--- config.mk ---
export PLATFORM = sky130hd
export DESIGN_NAME = serial_alu_ctrl
export DESIGN_NICKNAME = d
export VERILOG_FILES = /design/src/rtl/serial_alu_ctrl.sv
export SDC_FILE = /design/constraint.sdc
export NUM_CORES = 1
export LEC_CHECK = 0
export CAP_MARGIN = 5
export CORE_UTILIZATION = 30
export DETAILED_ROUTE_END_ITERATION = 8
export GPL_ROUTABILITY_DRIVEN = 0
export GPL_TIMING_DRIVEN = 0
export SLEW_MARGIN = 20
export SYNTH_ARGS = -nofsm -noshare
export SYNTH_HDL_FRONTEND = slang
export SYNTH_SLANG_ARGS = --single-unit
--- constraint.sdc ---
create_clock -name clk -period 4.9 [get_ports clk]
set_clock_uncertainty 0.15 [all_clocks]
set_input_delay 0.735 -clock clk [delete_from_list [all_inputs] [get_ports clk]]
set_output_delay 0.735 -clock clk [all_outputs]
set_load 0.01 [all_outputs]
--- src/rtl/serial_alu_ctrl.sv ---
// serial_alu_ctrl
// Bit-serial sequencer wrapped around a 1-bit add/subtract process unit.
// A start in IDLE captures the operands and op. Each RUN cycle presents one bit
// pair (LSB first) to the unit and feeds the unit's carry back into the next bit.
// The sum bits are shifted into a parallel result. Flags are registered with the
// final bit, and done pulses for one cycle.
//
// Ports:
//   clk, rst         clock, asynchronous active-high reset
//   start, op        request (sampled in IDLE only); 0 = A+B, 1 = A-B
//   op_a, op_b       WIDTH-bit operands, sampled with start
//   busy, done       high in RUN/DONE; one-cycle completion pulse
//   result           assembled result, held until the next accepted start
//   carry_out        final carry (for SUB, 1 = no borrow)
//   zero, overflow   result == 0; signed overflow
//   pu_a/pu_b/pu_sel/pu_cin  drives to the process unit (0 outside RUN)
//   pu_r/pu_cout     combinational returns from the process unit
module serial_alu_ctrl #(
  parameter int WIDTH = 8
) (
  input  logic             clk,
  input  logic             rst,
  input  logic             start,
  input  logic             op,
  input  logic [WIDTH-1:0] op_a,
  input  logic [WIDTH-1:0] op_b,
  output logic             busy,
  output logic             done,
  output logic [WIDTH-1:0] result,
  output logic             carry_out,
  output logic             zero,
  output logic             overflow,
  output logic             pu_a,
  output logic             pu_b,
  output logic             pu_sel,
  output logic             pu_cin,
  input  logic             pu_r,
  input  logic             pu_cout
);

  localparam int CW = (WIDTH > 2) ? $clog2(WIDTH) : 1;
  localparam logic [CW-1:0] CNT_LAST = CW'(WIDTH - 1);
  localparam logic [CW-1:0] CNT_ONE  = CW'(1);

  typedef enum logic [1:0] {
    ST_IDLE = 2'd0,
    ST_RUN  = 2'd1,
    ST_DONE = 2'd2
  } state_t;

  state_t           state_r;
  state_t           state_nxt_s;
  logic [WIDTH-1:0] a_sr_r;
  logic [WIDTH-1:0] b_sr_r;
  logic             op_r;
  logic             carry_r;
  logic [CW-1:0]    bit_cnt_r;
  logic [WIDTH-1:0] result_nxt_s;
  logic             last_bit_s;

  assign last_bit_s   = (bit_cnt_r == CNT_LAST);
  // Result after absorbing the bit currently produced by the process unit.
  assign result_nxt_s = {pu_r, result[WIDTH-1:1]};

  // State register.
  always_ff @(posedge clk or posedge rst) begin
    if (rst) begin
      state_r <= ST_IDLE;
    end else begin
      state_r <= state_nxt_s;
    end
  end

  // Next-state decode; start is only honoured in IDLE.
  always_comb begin
    state_nxt_s = state_r;
    case (state_r)
      ST_IDLE: begin
        if (start) begin
          state_nxt_s = ST_RUN;
        end else begin
          state_nxt_s = ST_IDLE;
        end
      end
      ST_RUN: begin
        if (last_bit_s) begin
          state_nxt_s = ST_DONE;
        end else begin
          state_nxt_s = ST_RUN;
        end
      end
      ST_DONE: state_nxt_s = ST_IDLE;
      default: state_nxt_s = ST_IDLE;
    endcase
  end

  // Process-unit drives; must be combinational so pu_r/pu_cout settle within the cycle.
  always_comb begin
    pu_a   = 1'b0;
    pu_b   = 1'b0;
    pu_sel = 1'b0;
    pu_cin = 1'b0;
    if (state_r == ST_RUN) begin
      pu_a   = a_sr_r[0];
      pu_b   = b_sr_r[0];
      pu_sel = op_r;
      pu_cin = carry_r;
    end else begin
      pu_a   = 1'b0;
      pu_b   = 1'b0;
      pu_sel = 1'b0;
      pu_cin = 1'b0;
    end
  end

  // Registered status outputs, decoded from the upcoming state so they align with it.
  always_ff @(posedge clk or posedge rst) begin
    if (rst) begin
      busy <= 1'b0;
      done <= 1'b0;
    end else begin
      busy <= (state_nxt_s != ST_IDLE);
      done <= (state_nxt_s == ST_DONE);
    end
  end

  // Operand capture, serial shifting, carry feedback and flag capture.
  always_ff @(posedge clk or posedge rst) begin
    if (rst) begin
      a_sr_r    <= {WIDTH{1'b0}};
      b_sr_r    <= {WIDTH{1'b0}};
      op_r      <= 1'b0;
      carry_r   <= 1'b0;
      bit_cnt_r <= {CW{1'b0}};
      result    <= {WIDTH{1'b0}};
      carry_out <= 1'b0;
      zero      <= 1'b0;
      overflow  <= 1'b0;
    end else begin
      case (state_r)
        ST_IDLE: begin
          if (start) begin
            a_sr_r    <= op_a;
            b_sr_r    <= op_b;
            op_r      <= op;
            // Carry-in of op supplies the +1 of the two's-complement subtract.
            carry_r   <= op;
            bit_cnt_r <= {CW{1'b0}};
          end
        end
        ST_RUN: begin
          a_sr_r    <= {1'b0, a_sr_r[WIDTH-1:1]};
          b_sr_r    <= {1'b0, b_sr_r[WIDTH-1:1]};
          result    <= result_nxt_s;
          carry_r   <= pu_cout;
          bit_cnt_r <= bit_cnt_r + CNT_ONE;
          if (last_bit_s) begin
            carry_out <= pu_cout;
            // carry_r still holds the carry into the MSB here.
            overflow  <= carry_r ^ pu_cout;
            zero      <= (result_nxt_s == {WIDTH{1'b0}});
          end
        end
        ST_DONE: begin
          bit_cnt_r <= {CW{1'b0}};
        end
        default: begin
          bit_cnt_r <= {CW{1'b0}};
        end
      endcase
    end
  end

endmodule
==> run_1/m1.png <==
Scale bar: 20 µm.
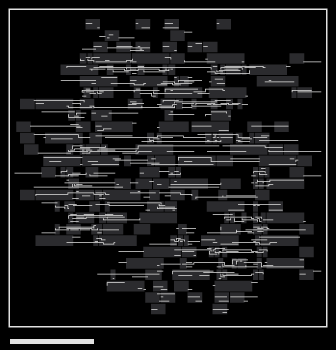
longest straight run: 28.1 µm
share of all routed wire: 47%
wire length on this layer: 1,530 µm
nets with wire on the layer: 197
main direction: horizontal
via count: 1,200
M1 GR Usage: 16.5%
routed wire length: 3250 µm

==> run_1/m2.png <==
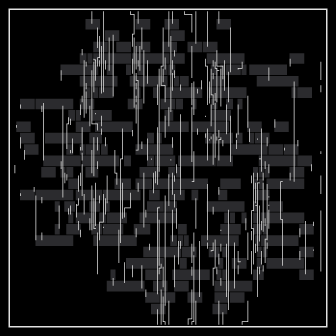
main direction: vertical
share of all routed wire: 46%
nets with wire on the layer: 177
longest straight run: 26.2 µm
routing usage on met2: 20.6%

==> run_1/m3.png <==
Scale bar: 20 µm.
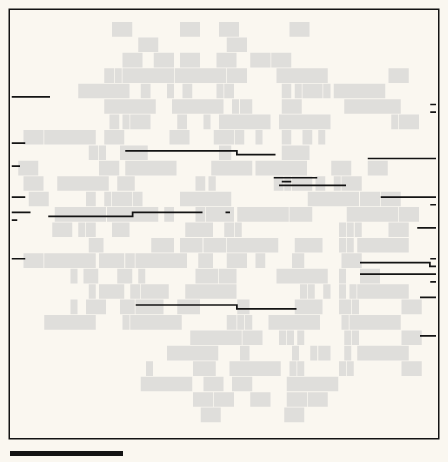
longest straight run: 19.6 µm
main direction: horizontal
wire length on this layer: 181 µm
share of all routed wire: 5.6%
GR Layer Usage met3: 5.42%

==> flow_summary.json, run 1 <==
{
  "highest_layer": "met4",
  "crit_buf_inv": 3,
  "ys_sh_xor_pct": 0.541,
  "num_tap_cells": 70,
  "top_power_group": "combinational logic",
  "status": "complete, no violations",
  "period_used_pct": 58.2,
  "p_leak_nw": 1.02,
  "cts_inserted_buffers": 5,
  "synth-adder-area-share_pct": 1.54,
  "synthTopLogicFamily": "simple AND/OR/NAND/NOR gates",
  "p_clk_share_pct": 16.6,
  "required_ns": 4.01,
  "nClkBuffers": 6,
  "ys.flops": 36,
  "layout_top_cells": "nand2_1 (42), clkdlybuf4s50_1 (38), dfrtp_1 (36)",
  "vias_per_cell": 4.46,
  "dr_wl_met2_um": 1480,
  "postRouteAntennaNets": 0,
  "buffers": 48
}
-- run 1: synthesized netlist by cell type --
master	count	area share [%]
and2b_1	1	0.46
clkbuf_2	1	0.31
and2_1	4	1.5
nand2_1	42	9.7
buf_6	4	2.8
inv_1	4	0.93
buf_2	3	0.93
o21ai_0	5	1.5
nor3b_1	1	0.46
xnor2_1	1	0.54
nor4_1	2	0.77
nand3b_1	1	0.46
o21bai_2	1	0.69
ha_1	2	1.5
a21oi_1	2	0.62
or2b_1	1	0.46
dfrtp_1	36	56
nand2b_4	2	1.7
mux2i_1	16	9.9
a22oi_1	1	0.46
a22o_1	2	1.1
buf_12	1	1.2
o21ai_1	12	3.7
mux2_2	2	1.4
nor2_1	5	1.2
==> run 1 -> run 2 <==
- clock period: 4.9 -> 3 ns (I/O delays scaled with it)
==> flow_summary.json, run 2 <==
{
  "ff_type": "dfrtp_1",
  "slew-limit-headroom_pct": 76.7,
  "cp-startpoint": "state_r[1]",
  "p_clk_share_pct": 16.6,
  "top_power_group": "combinational logic",
  "postSynthSeqShare_pct": 55.6,
  "status": "complete, no violations",
  "required_ns": 2.40,
  "postRouteAntennaNets": 0,
  "vias": 1200,
  "crit_buf_inv": 3,
  "period_used_pct": 85.5,
  "met2_usage_pct": 20.6,
  "common_cells": "nand2_1 (42), dfrtp_1 (36), mux2i_1 (16)",
  "yosys.area.top_type_share_pct": 55.6,
  "dr_wl_met2_um": 1480,
  "overflow": 0,
  "wl_um": 3250,
  "worst_slew_pin_slew_ns": 0.349,
  "cts_inserted_buffers": 5,
  "ys.flops": 36,
  "fp_util_pct": 31.5,
  "p_leak_nw": 1.02,
  "seq_power_share_pct": 38.4,
  "topCellsByArea": "dfrtp_1 (56%), mux2i_1 (9.9%), nand2_1 (9.7%)",
  "async_reset_ff_share_pct": 100,
  "die_y_um": 75.5,
  "placedCellCount": 261,
  "wl_met1_um": 1530,
  "highest_layer": "met4",
  "synth-edff-count": 0,
  "most_common_cell": "nand2_1",
  "grt_use_met1_pct": 16.5,
  "met3_usage_pct": 5.42,
  "fp.dieW_um": 75.5,
  "layout_top_cells": "nand2_1 (42), clkdlybuf4s50_1 (38), dfrtp_1 (36)"
}
run 2: cell counts in the layout (fill, tap and decap cells not counted):
No cell type changed its count.
run 2: cell families (layout without fill, tap and decap cells):
group	count (synthesis)	count (layout)	share of synthesized area (%)
DFF	36	36	55.6
adders and majority gates	2	2	1.54
AOI/OAI and AO/OA	23	23	8.11
buffers and inverters	13	60	6.18
xor gates and xnor gates	1	1	0.541
muxes	18	18	11.3
and+or+nand+nor	59	59	16.8
run 2: layout make-up:
class	instances	area, µm²	share of cell area, %
Timing Repair Buffer	39	408	18.5
Multi-Input combinational cell	103	619	28.0
Sequential cell	36	901	40.8
Clock buffer	6	82.6	3.74
Buffer	9	85.1	3.85
Inverter	4	15.0	0.680
Tap cell	70	87.6	3.97
Clock inverter	2	10.0	0.453
==> run_2/ff_map.png <==
Other sequential cells in the stronger grey, the rest of the logic in the fainter grey.
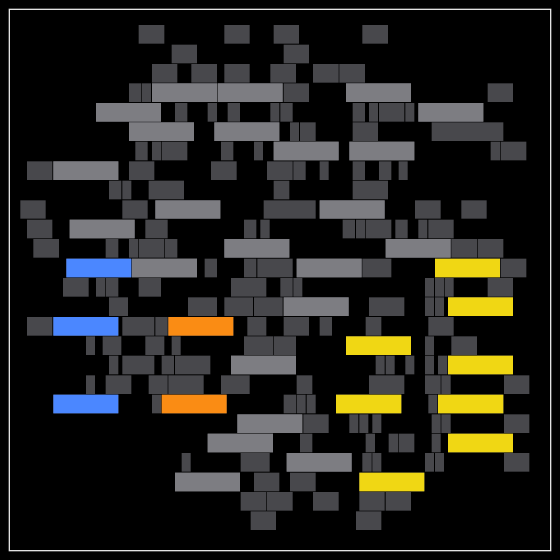
| colour | name in the netlist | placed flops |
|---|---|---|
| yellow | result | 8 |
| blue | bit_cnt_r | 3 |
| orange | state_r | 2 |
not coloured: 23
flop share of the area: 40.8%
Layout Utilization: 43.0%
Register Area: 901 µm²
seq pwr: 824 µW

==> run_2/m3.png <==
Scale bar: 20 µm.
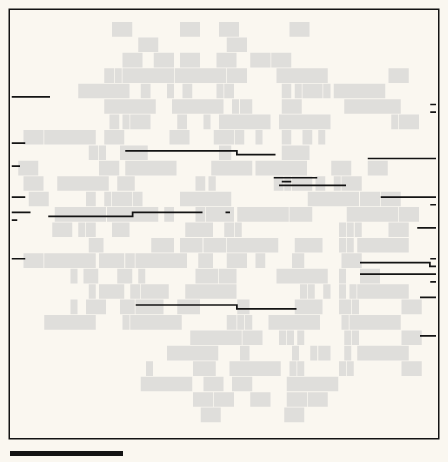
longest straight run: 19.6 µm
main direction: horizontal
share of all routed wire: 5.6%
nets with wire on the layer: 23

==> run 2 -> run 3 <==
- CTS_CLUSTER_SIZE: default -> 14
- RECOVER_POWER: default -> 100
==> flow_summary.json, run 3 <==
{
  "status": "complete, no violations",
  "clock_area_share_pct": 4.27,
  "placedCellCount": 261,
  "p_clk_share_pct": 17.1,
  "num_tap_cells": 70,
  "comb_area_share_pct": 28.2,
  "postSynthSeqShare_pct": 55.6,
  "common_cells": "nand2_1 (42), dfrtp_1 (36), mux2i_1 (16)",
  "synth-edff-count": 0,
  "seq_power_share_pct": 39.4,
  "seq_share_pct": 41.6,
  "async_reset_ff_share_pct": 100,
  "highest_layer": "met4",
  "largest_cell_class": "sequential cells",
  "postRouteAntennaNets": 0,
  "met3_usage_pct": 5.42,
  "cp-startpoint": "state_r[1]",
  "nClkBuffers": 6,
  "logic_area_um2": 611,
  "grt_use_met1_pct": 16.5,
  "fp_util_pct": 31.5,
  "dr_wl_met2_um": 1490,
  "required_ns": 2.40,
  "inv_count": 4,
  "p_leak_nw": 1.00,
  "period_used_pct": 88.9,
  "comb_cells": 103,
  "buffers": 48,
  "topCellsByArea": "dfrtp_1 (56%), mux2i_1 (9.9%), nand2_1 (9.7%)",
  "seq_cells": 36,
  "final-nonclk-buf-share_pct": 21.2,
  "wl_met1_um": 1560,
  "regArea_um2": 901,
  "worst_slew_pin_slew_ns": 1.24
}
run 3: kinds of logic after synthesis:
logic type	synth area share [%]
xor gates and xnor gates	0.541
and+or+nand+nor	16.8
adders and majority gates	1.54
DFF	55.6
buffers and inverters	6.18
AOI/OAI and AO/OA	8.11
muxes	11.3
run 3: power by group through the flow:
stage                     Combinational [mW]  Sequential, mW  Clock (mW)
after CTS                              0.982           0.827       0.372
after global placement                 0.957           0.831           0
after detailed placement               0.981           0.837           0
after floorplan                        0.599           0.843           0
final                                  0.903           0.820       0.356
after global routing                    1.01           0.850       0.396
run 3: critical path: stages (launching register included):
cell and delay (ns):
dfrtp_1 0.36, clkbuf_1 0.19, and2b_1 0.31, buf_2 0.23, and2_1 0.15, clkdlybuf4s50_1 0.54
==> run_3/m3.png <==
Scale bar: 20 µm.
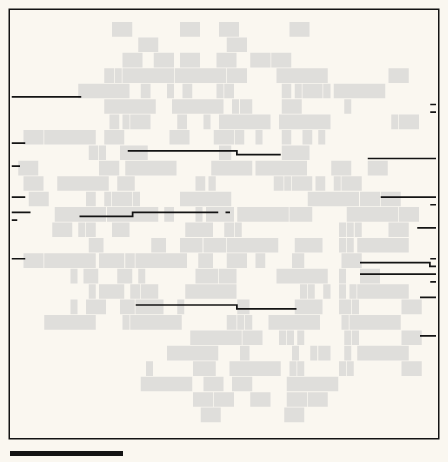
main direction: horizontal
wire length on this layer: 164 µm
longest straight run: 19.1 µm
share of all routed wire: 5.0%
nets with wire on the layer: 20
via count: 1,187
routed wire length: 3250 µm

==> run_3/m1.png <==
Scale bar: 20 µm.
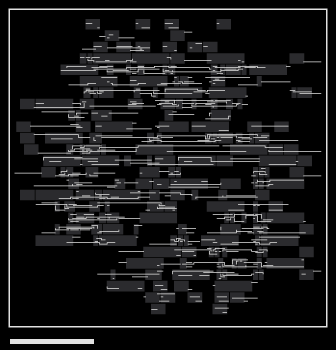
share of all routed wire: 48%
main direction: horizontal
wire length on this layer: 1,560 µm
longest straight run: 19.8 µm
nets with wire on the layer: 198

Power and IR drop assume default switching activity.
